===== config.mk =====
export PLATFORM = sky130hd
export DESIGN_NAME = seq_divider_flat
export DESIGN_NICKNAME = d
export VERILOG_FILES = /design/src/rtl/seq_divider_if.sv /design/src/rtl/seq_divider.sv /design/src/flat_wrapper.sv
export SDC_FILE = /design/constraint.sdc
export NUM_CORES = 1
export LEC_CHECK = 0
export CORE_ASPECT_RATIO = 0.8
export CORE_MARGIN = 1
export CORE_UTILIZATION = 30
export CTS_CLUSTER_SIZE = 40
export DETAILED_ROUTE_END_ITERATION = 8
export SYNTH_ARGS = -nofsm -noshare
export SYNTH_HDL_FRONTEND = slang
export SYNTH_SLANG_ARGS = --single-unit

===== constraint.sdc =====
create_clock -name clk -period 2.5 [get_ports clk]
set_input_delay 0.5 -clock clk [delete_from_list [all_inputs] [get_ports clk]]
set_output_delay 0.5 -clock clk [all_outputs]
set_load 0.02 [all_outputs]

===== src/rtl/seq_divider_if.sv =====
// Start/done handshake bundle for seq_divider: request operands in, results and status out.
// SEQ_DIV_SIGNED_EN adds the is_signed request bit.
interface seq_divider_if;
   logic        start;
   logic [15:0] dividend;
   logic [15:0] divisor;
`ifdef SEQ_DIV_SIGNED_EN
   logic        is_signed;
`endif
   logic        busy;
   logic        done;
   logic [15:0] quotient;
   logic [15:0] remainder;
   logic        div_zero;

   modport master (
`ifdef SEQ_DIV_SIGNED_EN
      output is_signed,
`endif
      output start, dividend, divisor,
      input  busy, done, quotient, remainder, div_zero
   );

   modport slave (
`ifdef SEQ_DIV_SIGNED_EN
      input  is_signed,
`endif
      input  start, dividend, divisor,
      output busy, done, quotient, remainder, div_zero
   );
endinterface


===== src/rtl/seq_divider.sv =====
// 16-bit restoring divider: one shared subtract unit stepped over 16 cycles, start/done handshake.
// Define SEQ_DIV_SIGNED_EN for the two's-complement mode (is_signed input and FIX state).
module seq_divider (
   input  logic         clk,
   input  logic         rst_n,
   seq_divider_if.slave bus
);

   typedef enum logic [2:0] {
      S_IDLE,
      S_LOAD,
      S_RUN,
`ifdef SEQ_DIV_SIGNED_EN
      S_FIX,
`endif
      S_DONE
   } state_t;

   state_t      r_state;
   logic [15:0] r_dividend;
   logic [15:0] r_divisor;
   logic [15:0] r_rem;
   logic [15:0] r_quo;
   logic [3:0]  r_count;
   logic        r_busy;
   logic        r_done;
   logic        r_div_zero;
   logic [15:0] r_q_out;
   logic [15:0] r_r_out;
`ifdef SEQ_DIV_SIGNED_EN
   logic        r_is_signed;
   logic        r_neg_q;
   logic        r_neg_r;
`endif

   logic [15:0] w_trial;
   logic [16:0] w_sum;
   logic        w_ok;
   logic [15:0] w_rem_nxt;
   logic [15:0] w_quo_nxt;

   // Two's-complement negate, i.e. 0 - x through the same add-invert-plus-one path.
   function automatic logic [15:0] f_neg(input logic [15:0] x);
      return ~x + 16'd1;
   endfunction

   // Trial subtract T - D; carry-out set means no borrow. R[15] covers the 17th bit of T.
   always_comb begin
      w_trial   = {r_rem[14:0], r_quo[15]};
      w_sum     = {1'b0, w_trial} + {1'b0, ~r_divisor} + 17'd1;
      w_ok      = r_rem[15] | w_sum[16];
      w_rem_nxt = w_ok ? w_sum[15:0] : w_trial;
      w_quo_nxt = {r_quo[14:0], w_ok};
   end

   // NOTE: all state below is updated with non-blocking assignments so every register samples pre-edge values.
   always_ff @(posedge clk or negedge rst_n) begin
      if (!rst_n) begin
         r_state     <= S_IDLE;
         r_dividend  <= 16'h0000;
         r_divisor   <= 16'h0000;
         r_rem       <= 16'h0000;
         r_quo       <= 16'h0000;
         r_count     <= 4'd0;
         r_busy      <= 1'b0;
         r_done      <= 1'b0;
         r_div_zero  <= 1'b0;
         r_q_out     <= 16'h0000;
         r_r_out     <= 16'h0000;
`ifdef SEQ_DIV_SIGNED_EN
         r_is_signed <= 1'b0;
         r_neg_q     <= 1'b0;
         r_neg_r     <= 1'b0;
`endif
      end else begin
         case (r_state)
            S_IDLE: begin
               if (bus.start) begin
                  r_dividend  <= bus.dividend;
                  r_divisor   <= bus.divisor;
`ifdef SEQ_DIV_SIGNED_EN
                  r_is_signed <= bus.is_signed;
`endif
                  r_div_zero  <= 1'b0;
                  r_busy      <= 1'b1;
                  r_state     <= S_LOAD;
               end
            end

            S_LOAD: begin
               if (r_divisor == 16'h0000) begin
                  r_q_out    <= 16'hFFFF;
                  r_r_out    <= r_dividend;
                  r_div_zero <= 1'b1;
                  r_busy     <= 1'b0;
                  r_done     <= 1'b1;
                  r_state    <= S_DONE;
               end else begin
                  r_rem   <= 16'h0000;
                  r_count <= 4'd0;
`ifdef SEQ_DIV_SIGNED_EN
                  r_quo     <= (r_is_signed && r_dividend[15]) ? f_neg(r_dividend) : r_dividend;
                  r_divisor <= (r_is_signed && r_divisor[15])  ? f_neg(r_divisor)  : r_divisor;
                  r_neg_q   <= r_is_signed & (r_dividend[15] ^ r_divisor[15]);
                  r_neg_r   <= r_is_signed & r_dividend[15];
`else
                  r_quo     <= r_dividend;
`endif
                  r_state <= S_RUN;
               end
            end

            S_RUN: begin
               r_rem   <= w_rem_nxt;
               r_quo   <= w_quo_nxt;
               r_count <= r_count + 4'd1;
               if (r_count == 4'd15) begin
`ifdef SEQ_DIV_SIGNED_EN
                  r_state <= S_FIX;
`else
                  r_q_out <= w_quo_nxt;
                  r_r_out <= w_rem_nxt;
                  r_busy  <= 1'b0;
                  r_done  <= 1'b1;
                  r_state <= S_DONE;
`endif
               end
            end

`ifdef SEQ_DIV_SIGNED_EN
            // Magnitude -32768 / 1 yields 16'h8000, which already reads back as -32768.
            S_FIX: begin
               r_q_out <= r_neg_q ? f_neg(r_quo) : r_quo;
               r_r_out <= r_neg_r ? f_neg(r_rem) : r_rem;
               r_busy  <= 1'b0;
               r_done  <= 1'b1;
               r_state <= S_DONE;
            end
`endif

            S_DONE: begin
               r_done  <= 1'b0;
               r_state <= S_IDLE;
            end

            default: r_state <= S_IDLE;
         endcase
      end
   end

   assign bus.busy      = r_busy;
   assign bus.done      = r_done;
   assign bus.quotient  = r_q_out;
   assign bus.remainder = r_r_out;
   assign bus.div_zero  = r_div_zero;

endmodule


===== src/flat_wrapper.sv =====
// flat-port wrapper written by rule: the top's interface ports become plain ports
module seq_divider_flat 
  (clk, rst_n, bus_start, bus_dividend, bus_divisor, bus_busy, bus_done, bus_quotient, bus_remainder, bus_div_zero);
  seq_divider_if bus_i ();
  input  logic clk;
  input  logic rst_n;
  input wire logic [$bits(bus_i.start)-1:0] bus_start;
  input wire logic [$bits(bus_i.dividend)-1:0] bus_dividend;
  input wire logic [$bits(bus_i.divisor)-1:0] bus_divisor;
  output wire logic [$bits(bus_i.busy)-1:0] bus_busy;
  output wire logic [$bits(bus_i.done)-1:0] bus_done;
  output wire logic [$bits(bus_i.quotient)-1:0] bus_quotient;
  output wire logic [$bits(bus_i.remainder)-1:0] bus_remainder;
  output wire logic [$bits(bus_i.div_zero)-1:0] bus_div_zero;
  assign bus_i.start = bus_start;
  assign bus_i.dividend = bus_dividend;
  assign bus_i.divisor = bus_divisor;
  assign bus_busy = bus_i.busy;
  assign bus_done = bus_i.done;
  assign bus_quotient = bus_i.quotient;
  assign bus_remainder = bus_i.remainder;
  assign bus_div_zero = bus_i.div_zero;
  seq_divider u_core (.clk(clk), .rst_n(rst_n), .bus(bus_i));
endmodule

Figure 1. M1 wires.
Scale bar: 50 um. Supply wires on this layer in grey.
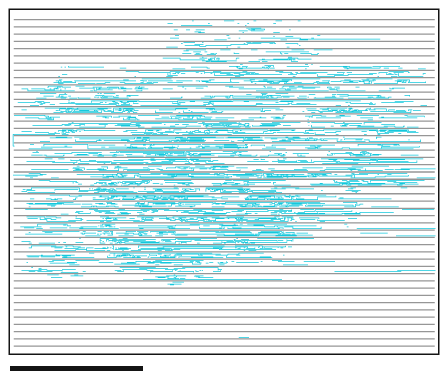
longest straight run: 62.1 um
share of all routed wire: 53%
nets with wire on the layer: 688
main direction: horizontal

Figure 2. M2 wires.
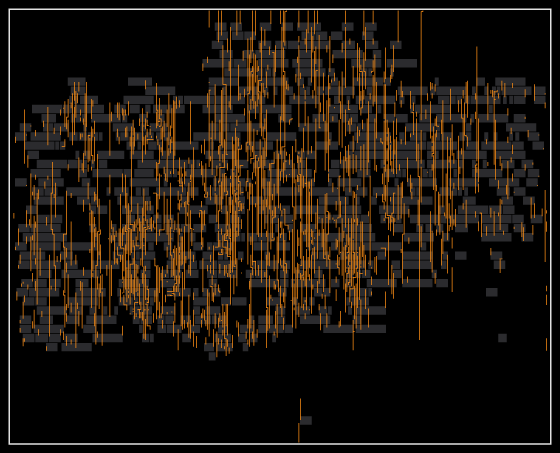
nets with wire on the layer: 609
main direction: vertical
longest straight run: 48.4 um
wire length on this layer: 6730 um
share of all routed wire: 40%
detailed-route via count: 5011
global-route track usage on met2: 22.6%
final WL: 16800 um

Figure 3. The metal 3 layer.
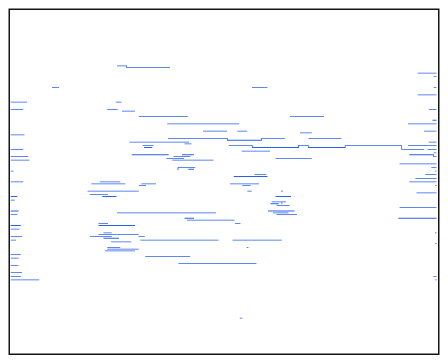
share of all routed wire: 5.6%
nets with wire on the layer: 104
wire length on this layer: 938 um
main direction: horizontal

Figure 4. Signal wires on met4.
Supply wires on this layer in grey.
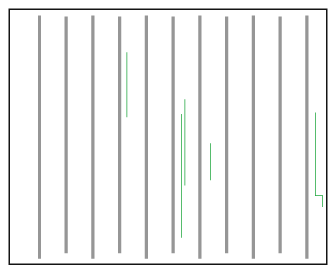
longest straight run: 62.6 um
nets with wire on the layer: 5

==> impl.org <==
#+TITLE: Implementation results

** Status
- The run finished with clean final reports.

** Clocking
- Clk sinks :: around 110
- CTS added clock buffers totalling 9.
- On the worst setup and hold paths after CTS, the clock-pin slew comes to 0.08 ns.
- H-tree depth reported by CTS :: 3

** Run
- The logs give a warning total of 30.
- The report counts max-capacitance violations totalling 0.

** Finish
- Ranking logic cells in the layout by count gives the top entries sky130_fd_sc_hd__dfrtp_1 (105), sky130_fd_sc_hd__clkdlybuf4s50_1 (68), sky130_fd_sc_hd__nand2_1 (67), sky130_fd_sc_hd__buf_4 (42), sky130_fd_sc_hd__mux2_2 (35).
- Most instantiated logic cell after routing :: sky130_fd_sc_hd__dfrtp_1
- The layout has 9 clock buffers.
- Multi-input gate area :: ~3100 um2
- Counting the fill cells in the layout gives just under 2k.
- Proportion of final cell area spent on non-clock buffers :: 14.2%
- Area grow syn2layout :: 26.0%
- Per the layout report, the design carries 30 non-clock inverters.
- The final layout contains around 760 nets.

** Floorplan
- Number of rows in the core area :: between 40 and 50
- Share of the core filled by cells before placement :: between 30% and 40%
- I/O pins :: approximately 70
- The die is approximately 160 um wide.
- Full die area :: just over 20000 um2

** Worst setup path
- Worst reg2reg path depth :: 9
- The critical path runs through a total of 9 cells.
- Slowest stage cell, crit path :: sky130_fd_sc_hd__dfrtp_1
- Per STA, the endpoint of the critical path is u_core.r_rem[12]$_DFFE_PN0P_.
- R2r startpoint :: u_core.r_divisor[0]$_DFFE_PN0P_
- On the critical path the largest part of the delay comes from AND-OR/OR-AND gates.
- According to the timing report, the data required time at the worst endpoint equals approximately 2.7 ns.
- The number of buffers and inverters on the critical path is 1.
- STA puts the critical path data arrival time at approximately 2.7 ns.

** Logic synthesis
- In the synthesized netlist, the cells that appear most often are sky130_fd_sc_hd__dfrtp_1 (105), sky130_fd_sc_hd__nand2_1 (67), sky130_fd_sc_hd__a21oi_1 (35), sky130_fd_sc_hd__mux2_2 (35), sky130_fd_sc_hd__inv_1 (30).
- Yosys top cell by area :: sky130_fd_sc_hd__dfrtp_1
- Dividing the synthesized area by the synthesized cell count gives 9.82 um2.
- In the synthesis report, Yosys lists the chip area as roughly 6000 um2.
- Share of synthesized cell area in full adder, half adder and majority cells :: about 4.9%
- For this run, the leading register cell type out of synthesis is sky130_fd_sc_hd__dfrtp_1.
- Async set-or-reset flop fraction in the synthesized netlist :: 100%
- Flip-flops with a built-in enable :: 0
- Most common cell in the synthesized netlist :: sky130_fd_sc_hd__dfrtp_1
- Post-synth cell types :: 73
- Number of flip-flops and latches in the synthesized netlist :: approximately 110
- Area share of xor/xnor cells in the synthesized design :: 1.02%

** GRT
- Recorded from the global router log, the overflow total was 0.
- The via count of the first global-routing pass is about 4.8k.
- Overall routing resource usage recorded by global route was roughly 17%.
- Largest net degree at the start of global routing :: 49

** Power and ir drop
- Highest-power group :: combinational cells
- Clk power :: around 1.5 mW
- Fraction of power consumed by combinational cells :: between 60% and 70%
- Power share of the sequential group :: 26.8%
- Power attributed to combinational cells is ~7.4 mW.
- Internal cell power :: ~6.4 mW
- Per the OpenROAD power report, leakage power amounts to about 3.2 nW.
- Sw power :: between 5 and 6 mW
- IR drop worst, VDD :: slightly below 0.7 mV
- Switching power as a fraction of the total was reported as between 40% and 50%.
- After layout, the design draws a total of approximately 12 mW.
- Total power normalized to cell area comes to 1590 nW/um2.

** Timing
- Per the slew report, the remaining headroom to the max-slew limit stands at between 50% and 60%.
- In this build the clock could be raised as far as 413 MHz.
- Summed negative setup slack over all endpoints :: 0 ns
- OpenROAD reports that the post-layout worst path occupies 96.9% of the period.
- The pin closest to its max-slew limit shows a slew of between 0.7 and 0.8 ns.
- The clock period could shrink to 2.42 ns.
- Max-slew violations :: 0
- Smallest setup slack after layout :: around 0.079 ns
- Final Hold Violating Endpoints :: 0
- Setup-violating endpoint count in the final report :: 0

** Detailed routing
- DRC violation count after routing :: 0
- DR pass1 iterations :: 5
- Per the post-route antenna check, the number of violating nets is 0.

** Worst hold path
- The path class of the tightest hold or removal check is in2async.

** Placed design
- Weighted congestion reported at the end of routability-driven placement :: between 0.8 and 0.9
- Total cell area at the placement stage :: roughly 7000 um2
[stage by stage]
step	instances	hold slack (ns)	utilization, %
2_1_floorplan	613	0.204	-
5_1_grt	962	0.0910	39.3
6_report	962	0.0738	39.3
3_3_place_gp	941	0.449	37.1
3_5_place_dp	941	0.456	37.1
4_1_cts	957	0.0836	38.8
[metal layers]
metal	vias up	part of all wire, %	track usage [%]
met4	0	1.2	4.43
met1	2388	53	26.3
li1	2421	-	-
met5	-	0	0
met2	191	40	22.6
met3	11	5.6	3.51
[state kept, by name (all words and copies together), names as in the netlist]
name / cells
u_core.r_quo: 16
u_core.r_divisor: 16
u_core.r_rem: 16
u_core.bus.div_zero: 1
u_core.r_dividend: 16
u_core.bus.remainder: 16
u_core.bus.busy: 1
u_core.bus.done: 1
u_core.bus.quotient: 16
u_core.r_state: 2
u_core.r_count: 4
No activity file was given, so power comes from the tool's default toggle rates.
